Met1 routing:
Supply wires on this layer in grey. Cells faint in the background.
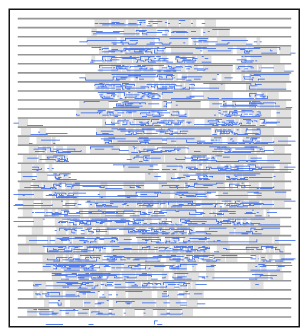
Clock routing:
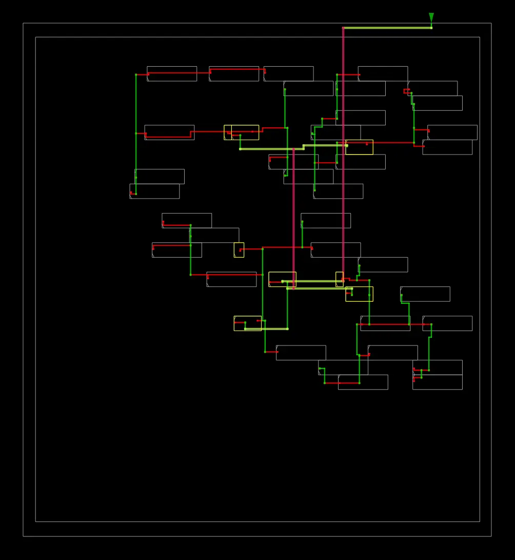
Drive-strength map:
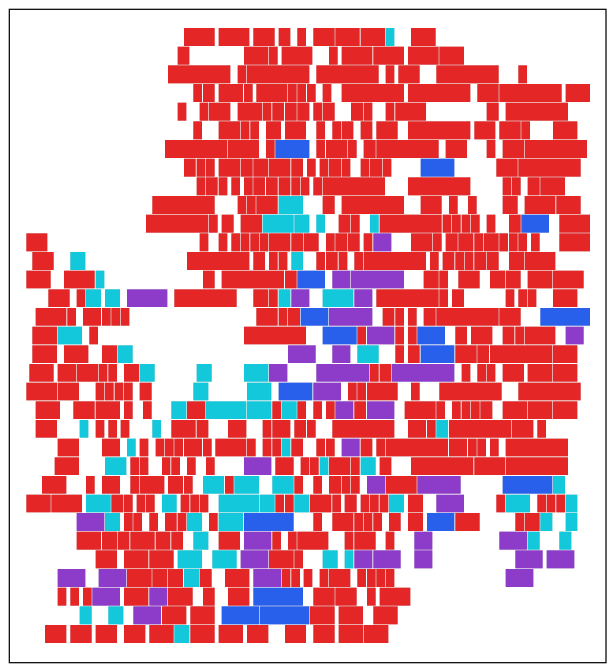
Clock wires, drivers and flops:
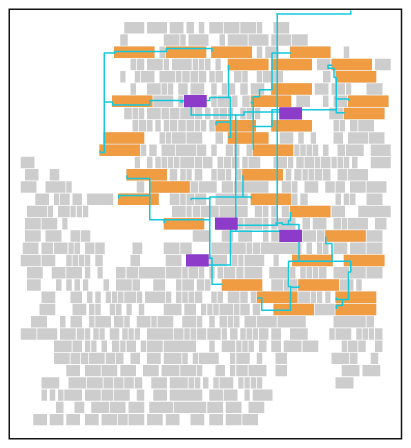
Cell classes on the final placement:
The bar under the picture is 20 um long.
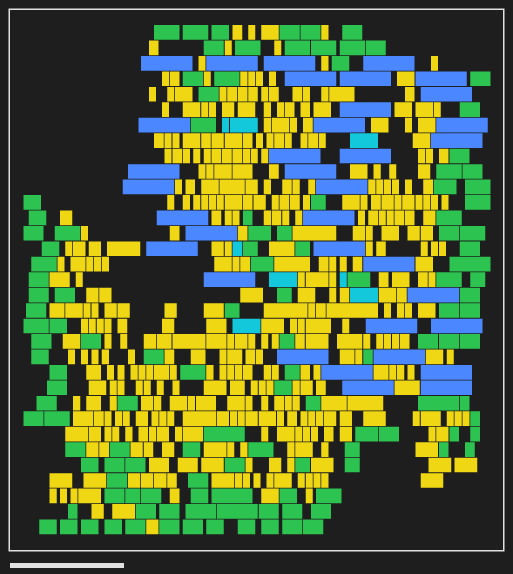
[src/rtl/pipe_pkg.sv]
// Shared pipeline definitions: opcodes, NOP, forwarding selects, hazard FSM states.
// Decoded-instruction struct and the forwarding priority helper live here too.
package pipe_pkg;

  localparam logic [5:0] OP_RTYPE = 6'h00;
  localparam logic [5:0] OP_J     = 6'h02;
  localparam logic [5:0] OP_JAL   = 6'h03;
  localparam logic [5:0] OP_BEQ   = 6'h04;
  localparam logic [5:0] OP_BNE   = 6'h05;
  localparam logic [5:0] OP_LW    = 6'h23;
  localparam logic [5:0] OP_SW    = 6'h2B;
  localparam logic [5:0] OP_HALT  = 6'h3F;

  localparam logic [31:0] NOP = 32'h0000_0000;

  typedef enum logic [1:0] {
    FWD_RF = 2'd0,
    FWD_DM = 2'd1,
    FWD_WB = 2'd2
  } fwd_sel_e;

  typedef enum logic [1:0] {
    ST_RUN   = 2'd0,
    ST_DRAIN = 2'd1,
    ST_DONE  = 2'd2
  } hz_state_e;

  typedef struct packed {
    logic       dest_valid;
    logic [4:0] dest;
    logic       reads_rs;
    logic       reads_rt;
    logic       is_lw;
    logic       is_halt;
    logic [4:0] rs;
    logic [4:0] rt;
  } dec_t;

  // DM is the younger producer, so it wins over WB.
  function automatic fwd_sel_e fwd_pick(input dec_t dm, input dec_t wb, input logic [4:0] src);
    if (dm.dest_valid && (dm.dest == src)) return FWD_DM;
    if (wb.dest_valid && (wb.dest == src)) return FWD_WB;
    return FWD_RF;
  endfunction

endpackage

[src/rtl/ins_decode.sv]
// Instruction field decode for hazard checks: destination and source usage.
// Purely combinational, zero latency; no flow control.
module ins_decode
  import pipe_pkg::*;
#(
  parameter logic [5:0] HALT_OP = OP_HALT
) (
  input  logic [31:0] ins,
  output dec_t        dec
);

  logic [5:0] op;
  logic [4:0] dest_raw;
  logic       has_dest;
  logic       unused_ins;

  assign op         = ins[31:26];
  assign unused_ins = ^ins[10:0];

  always_comb begin
    has_dest = 1'b0;
    dest_raw = 5'd0;
    if (op == OP_RTYPE) begin
      has_dest = 1'b1;
      dest_raw = ins[15:11];
    end else if ((op[5:3] == 3'b001) || (op == OP_LW)) begin
      has_dest = 1'b1;
      dest_raw = ins[20:16];
    end
  end

  // $0 is hardwired, so a write to it never creates a dependency.
  assign dec.dest_valid = has_dest && (dest_raw != 5'd0);
  assign dec.dest       = dest_raw;
  assign dec.reads_rs   = !((op == OP_J) || (op == OP_JAL) || (op == HALT_OP));
  assign dec.reads_rt   = (op == OP_RTYPE) || (op == OP_SW) || (op == OP_BEQ) || (op == OP_BNE);
  assign dec.is_lw      = (op == OP_LW);
  assign dec.is_halt    = (op == HALT_OP);
  assign dec.rs         = ins[25:21];
  assign dec.rt         = ins[20:16];

endmodule

[src/rtl/hazard_ctrl.sv]
// Pipeline sequencer: load-use stall, redirect flush, forwarding, halt drain, debug counters.
// Controls and forwarding are combinational (0 cycles); state, finish and counters are registered; no backpressure.
module hazard_ctrl
  import pipe_pkg::*;
#(
  parameter int         CNT_W   = 16,
  parameter logic [5:0] HALT_OP = 6'h3F
) (
  input  logic             clk,
  input  logic             rst,
  input  logic [31:0]      id_ins,
  input  logic [31:0]      ex_ins,
  input  logic [31:0]      dm_ins,
  input  logic [31:0]      wb_ins,
  input  logic             ex_redirect,
  output logic             pc_hold,
  output logic             id_hold,
  output logic             id_flush,
  output logic             ex_bubble,
  output logic [1:0]       fwd_a,
  output logic [1:0]       fwd_b,
  output logic             finish,
  output logic [CNT_W-1:0] stall_cnt,
  output logic [CNT_W-1:0] flush_cnt
);

  dec_t      id_dec, ex_dec, dm_dec, wb_dec;
  hz_state_e state, state_nxt;
  logic      load_use;
  logic      stall_evt, flush_evt, set_finish;
  logic      unused_dec;

  ins_decode #(.HALT_OP(HALT_OP)) u_id_dec (.ins(id_ins), .dec(id_dec));
  ins_decode #(.HALT_OP(HALT_OP)) u_ex_dec (.ins(ex_ins), .dec(ex_dec));
  ins_decode #(.HALT_OP(HALT_OP)) u_dm_dec (.ins(dm_ins), .dec(dm_dec));
  ins_decode #(.HALT_OP(HALT_OP)) u_wb_dec (.ins(wb_ins), .dec(wb_dec));

  assign unused_dec = ^{id_dec, ex_dec, dm_dec, wb_dec};

  assign load_use = ex_dec.is_lw && (ex_dec.rt != 5'd0) &&
                    ((id_dec.reads_rs && (id_dec.rs == ex_dec.rt)) ||
                     (id_dec.reads_rt && (id_dec.rt == ex_dec.rt)));

  assign fwd_a = fwd_pick(dm_dec, wb_dec, ex_dec.rs);
  assign fwd_b = fwd_pick(dm_dec, wb_dec, ex_dec.rt);

  always_comb begin
    state_nxt  = state;
    pc_hold    = 1'b0;
    id_hold    = 1'b0;
    id_flush   = 1'b0;
    ex_bubble  = 1'b0;
    stall_evt  = 1'b0;
    flush_evt  = 1'b0;
    set_finish = 1'b0;
    case (state)
      ST_RUN: begin
        // A taken redirect squashes whatever sits in ID, including a stall or a halt.
        if (ex_redirect) begin
          id_flush  = 1'b1;
          ex_bubble = 1'b1;
          flush_evt = 1'b1;
        end else if (load_use) begin
          pc_hold   = 1'b1;
          id_hold   = 1'b1;
          ex_bubble = 1'b1;
          stall_evt = 1'b1;
        end else if (id_dec.is_halt) begin
          pc_hold   = 1'b1;
          id_flush  = 1'b1;
          state_nxt = ST_DRAIN;
        end
      end
      ST_DRAIN: begin
        pc_hold  = 1'b1;
        id_flush = 1'b1;
        if (wb_dec.is_halt) begin
          set_finish = 1'b1;
          state_nxt  = ST_DONE;
        end
      end
      ST_DONE: begin
        pc_hold  = 1'b1;
        id_flush = 1'b1;
      end
      default: state_nxt = ST_RUN;
    endcase
  end

  always_ff @(posedge clk or posedge rst) begin
    if (rst) begin
      state     <= ST_RUN;
      finish    <= 1'b0;
      stall_cnt <= '0;
      flush_cnt <= '0;
    end else begin
      state <= state_nxt;
      if (set_finish) finish <= 1'b1;
      if (stall_evt && !(&stall_cnt)) stall_cnt <= stall_cnt + CNT_W'(1);
      if (flush_evt && !(&flush_cnt)) flush_cnt <= flush_cnt + CNT_W'(1);
    end
  end

endmodule

[config.mk]
export PLATFORM = sky130hd
export DESIGN_NAME = hazard_ctrl
export DESIGN_NICKNAME = d
export VERILOG_FILES = /design/src/rtl/pipe_pkg.sv /design/src/rtl/ins_decode.sv /design/src/rtl/hazard_ctrl.sv
export SDC_FILE = /design/constraint.sdc
export NUM_CORES = 1
export LEC_CHECK = 0
export ABC_AREA = 1
export CORE_ASPECT_RATIO = 1.1
export CORE_MARGIN = 2
export CORE_UTILIZATION = 39
export DETAILED_ROUTE_END_ITERATION = 6
export GPL_TIMING_DRIVEN = 0
export PLACE_DENSITY = 0.85
export SLEW_MARGIN = 10
export SYNTH_ARGS = -nofsm -noshare
export SYNTH_HDL_FRONTEND = slang
export SYNTH_SLANG_ARGS = --single-unit
export TNS_END_PERCENT = 30
[constraint.sdc]
create_clock -name clk -period 2.5 [get_ports clk]
set_clock_uncertainty 0.2 [all_clocks]
set_input_delay 0.375 -clock clk [delete_from_list [all_inputs] [get_ports clk]]
set_output_delay 0.375 -clock clk [all_outputs]
set_load 0.1 [all_outputs]
==> qor.csv <==
stage,metric,value,unit
outcome,status,"finished, final reports clean",
global_route,largest net degree at the start of global routing,36,
power,leakage power,2.478,nW
setup_path,required time of the critical path,1920,ps
route,Avg Vias per Cell,5.223,
timing,Rel. slew slack,34.28,%
route,wire per inst,14.25,um
cells_and_area,Commonest Layout Cell,nand2_1,
power,clock power share,15.4,%
placed_design,DP Area,4182,um2
run,MaxCap Viol Count,0,
power,Psw,1.313,mW
yosys,main area contributors,"dfrtp_1 30%, nand2_1 18%, xor2_1 6.9%, nand3_1 6.8%, inv_1 6.5%",
power,Reg power frac,27.7,%
yosys,leading area contributor after synthesis,dfrtp_1,
setup_path,Critical Path End Type,output pin,
global_route,vias in the first global route,3323,
floorplan,floorplan core density,39.78,%
timing,Slew @ Worst Pin,984.2,ps
timing,fmax,400.4,MHz
yosys,synth unique cells,29,
power,PD cells,551.7,nW/um2
yosys,Mapped Cells,446,
yosys,synthesized area per cell,6.593,um2
floorplan,Rows,33,
run,stage-log warning count,96,
global_route,initial antenna violation count,0,
clocking,clk buf depth,2,
yosys,post-synthesis net count,583,
timing,min cycle time layout,2497,ps
yosys,yosys stat cell total,446,
hold_path,Hold Path Class,primary input to register,
route,DRC violation count after routing,0,
yosys,Yosys Chip Area,2940,um2
yosys,mapped cell area,2940,um2
clocking,clk sinks,35,
cells_and_area,share of cells above drive strength 1,20.10,%
global_route,GRT Overall Usage,21.83,%
yosys,Ys Warns,0,
global_route,first-pass GRT wire length,14.52,mm
setup_path,WP data arrival,1920,ps
timing,hold slack,254.5,ps
power,combinational share of power,56.9,%
clocking,Root Buffer,clkbuf_8,
placed_design,RD Place Congestion,0.8858,
cells_and_area,synth-to-layout area growth,58.98,%
floorplan,Die Ht,95.07,um
cells_and_area,# diodes,0,
placed_design,DP Wirelength,6.923,mm
route,Antenna Nets Post-Route,0,
setup_path,Crit Path Category,primary input to output pin,
power,sw frac,50.89,%
floorplan,Die Width,86.79,um
route,violation tally from detailed-route iteration zero,200,
yosys,Dominant cell area share,29.79,%
clocking,htree depth,2,
floorplan,number of I/O pins,172,
yosys,synthesized flop and latch total,35,
timing,final setup fails,0,
cells_and_area,most numerous logic cells after layout,"126 x nand2_1, 51 x clkdlybuf4s50_1, 48 x inv_1, 35 x dfrtp_1, 31 x nand3_1",
timing,fin. max-slew vios,0,
clocking,clock-pin slew on the worst setup and hold paths,70,ps
timing,period utilization,99.90,%
global_route,GR Overflow Total,0,
clocking,CTS tree,yes,
floorplan,Die Size,8251,um2
setup_path,Worst setup SP type,primary input,
setup_path,flop2flop setup slack,430,ps
cells_and_area,fin area,4674,um2
setup_path,crit-path max FO,3,
placed_design,PortBufs,107,
placed_design,Placement Setup Slack,-1317,ps
timing,Hold Fails Final Rpt,0,
yosys,Post-synth seq share,29.79,%
cells_and_area,final net count,713,
timing,final worst slack,2.571,ps
route,DRT Pass-1 Iters,5,
power,Int Pwr,1.267,mW
power,overall power,2.579,mW
cells_and_area,Fill cells,621,
timing,Final TNS setup,0,ps
timing,RSZ-0062 raised after global routing,true,
power,Worst VDD drop,0.0003514,V
Back to the opening pictures, 'met1 routing':
wire length on this layer	3,900 um
main direction	horizontal
nets with wire on the layer	576
share of all routed wire	41%
longest straight run	31.7 um
vias post-DR: 3,468
M1 GR Usage: 26.62%
Routed WL: 9.462 mm

Back to the opening pictures, 'clock routing':
CLK BUF: 7
clk latency late pin: 290 ps
Flops: 35
clk pwr: 0.398 mW
CTS Buf Count: 5

Back to the opening pictures, 'drive-strength map':
colour	size	cells	share
red	drive 1 or less	461	80%
purple	drive 3 to 4	39	6.8%
blue	drive 6 and up	16	2.8%
cyan	drive 2	61	11%

Back to the opening pictures, 'clock wires, drivers and flops':
[cyan] clock wires | length: 491 um
[orange] flip-flops | count: 35
[purple] cells driving clock nets | count: 5
routed clock nets	6

Back to the opening pictures, 'cell classes on the final placement':
colour	class	cells
green	other buffers and delay cells	126
blue	flip-flops	35
yellow	all other logic	408
cyan	clock drivers and dummy loads	8
Seq area share: 18.74%
Core ar.: 7391 um2
post-layout util: 63.25%

==> synth_stat cells (all sizes together) <==
library cell	number
nand3b	3
nand2	144
nor3	13
inv	58
o21ai	23
ha	6
a31oi	1
nor2	48
a21oi	3
nand3	41
buf	4
o21bai	1
dfrtp	35
o211ai	7
nor4	2
nand4	21
xor2	23
xnor2	12
nor3b	1
==> worst max-delay path, cell delays in order <==
cell and delay [ps]:
clkdlybuf4s50_1 470, nand4_1 170, nand2_2 140, nand2_1 50
nand2_1 70, nand2_1 80, nor2_2 130, nand3_2 120
nor2_4 140, buf_12 180
==> stage by stage <==
step	std cells	utilization, %
6_report	664	63.25
5_1_grt	664	63.25
4_1_cts	655	60.20
3_5_place_dp	640	56.58
3_3_place_gp	640	56.58
2_1_floorplan	446	-
==> routing by layer <==
layer  wire (um)  vias up  global-route usage, %
li1            -     1703                      -
met4         225        0                  7.943
met5           0        -                      0
met3         521       18                  3.203
met1        3902     1625                  26.62
met2        4813      122                  38.80
==> power groups by stage <==
stage / sequential [mW] / combinational (mW) / clock, mW
after global placement: 0.717 / 1.32 / 0
after CTS: 0.713 / 1.41 / 0.402
after detailed placement: 0.723 / 1.35 / 0
final: 0.715 / 1.47 / 0.398
after global routing: 0.721 / 1.55 / 0.425
after floorplan: 1.07 / 0.615 / 0
==> final timing paths <==
kind	start	to	cells after the start
setup / recovery	wb_ins[15]	fwd_b[1]	10
hold / removal	wb_ins[28]	finish	3
setup reg to reg	flush_cnt[0]	flush_cnt[13]	9
hold reg to reg	finish	finish	1
max in group asynchronous	rst	state[0]	2
min in group asynchronous	rst	stall_cnt[5]	2
==> timing repair <==
item                                    CTS  global route
hold buffers                              0             0
pin swaps                                31            28
gates resized                           127            62
cloned                                    0             1
buffers inserted                          7             8
endpoints found under the hold margin     0             0
endpoints found under the setup margin   10            22
==> logic make-up (layout without fill, tap and decap cells) <==
kind of cell / after synthesis / after routing / share of synthesized area [%]
AOI/OAI and AO/OA: 35 / 35 / 6.681
xor gates and xnor gates: 35 / 35 / 10.43
adders and majority gates: 6 / 6 / 2.553
buffers and inverters: 62 / 192 / 8.511
DFF: 35 / 35 / 29.79
and+or+nand+nor: 273 / 274 / 42.04
==> flip-flops by register name, summed over array words and instances, names as in the netlist <==
signal / cells
finish: 1
stall_cnt: 16
flush_cnt: 16
state: 2
==> cell type report <==
class                      instances  area (um2)  share of cell area, %
timing repair buffer             122        1237                  26.47
inverter                          58       217.7                  4.657
clock inverter                     1       5.005                 0.1071
multi-input combinational        350        2121                  45.37
buffer                             4       32.53                 0.6959
sequential                        35       875.8                  18.74
clock buffer                       7       76.32                  1.633
tap                               87       108.9                  2.329
Power and IR drop assume default switching activity.
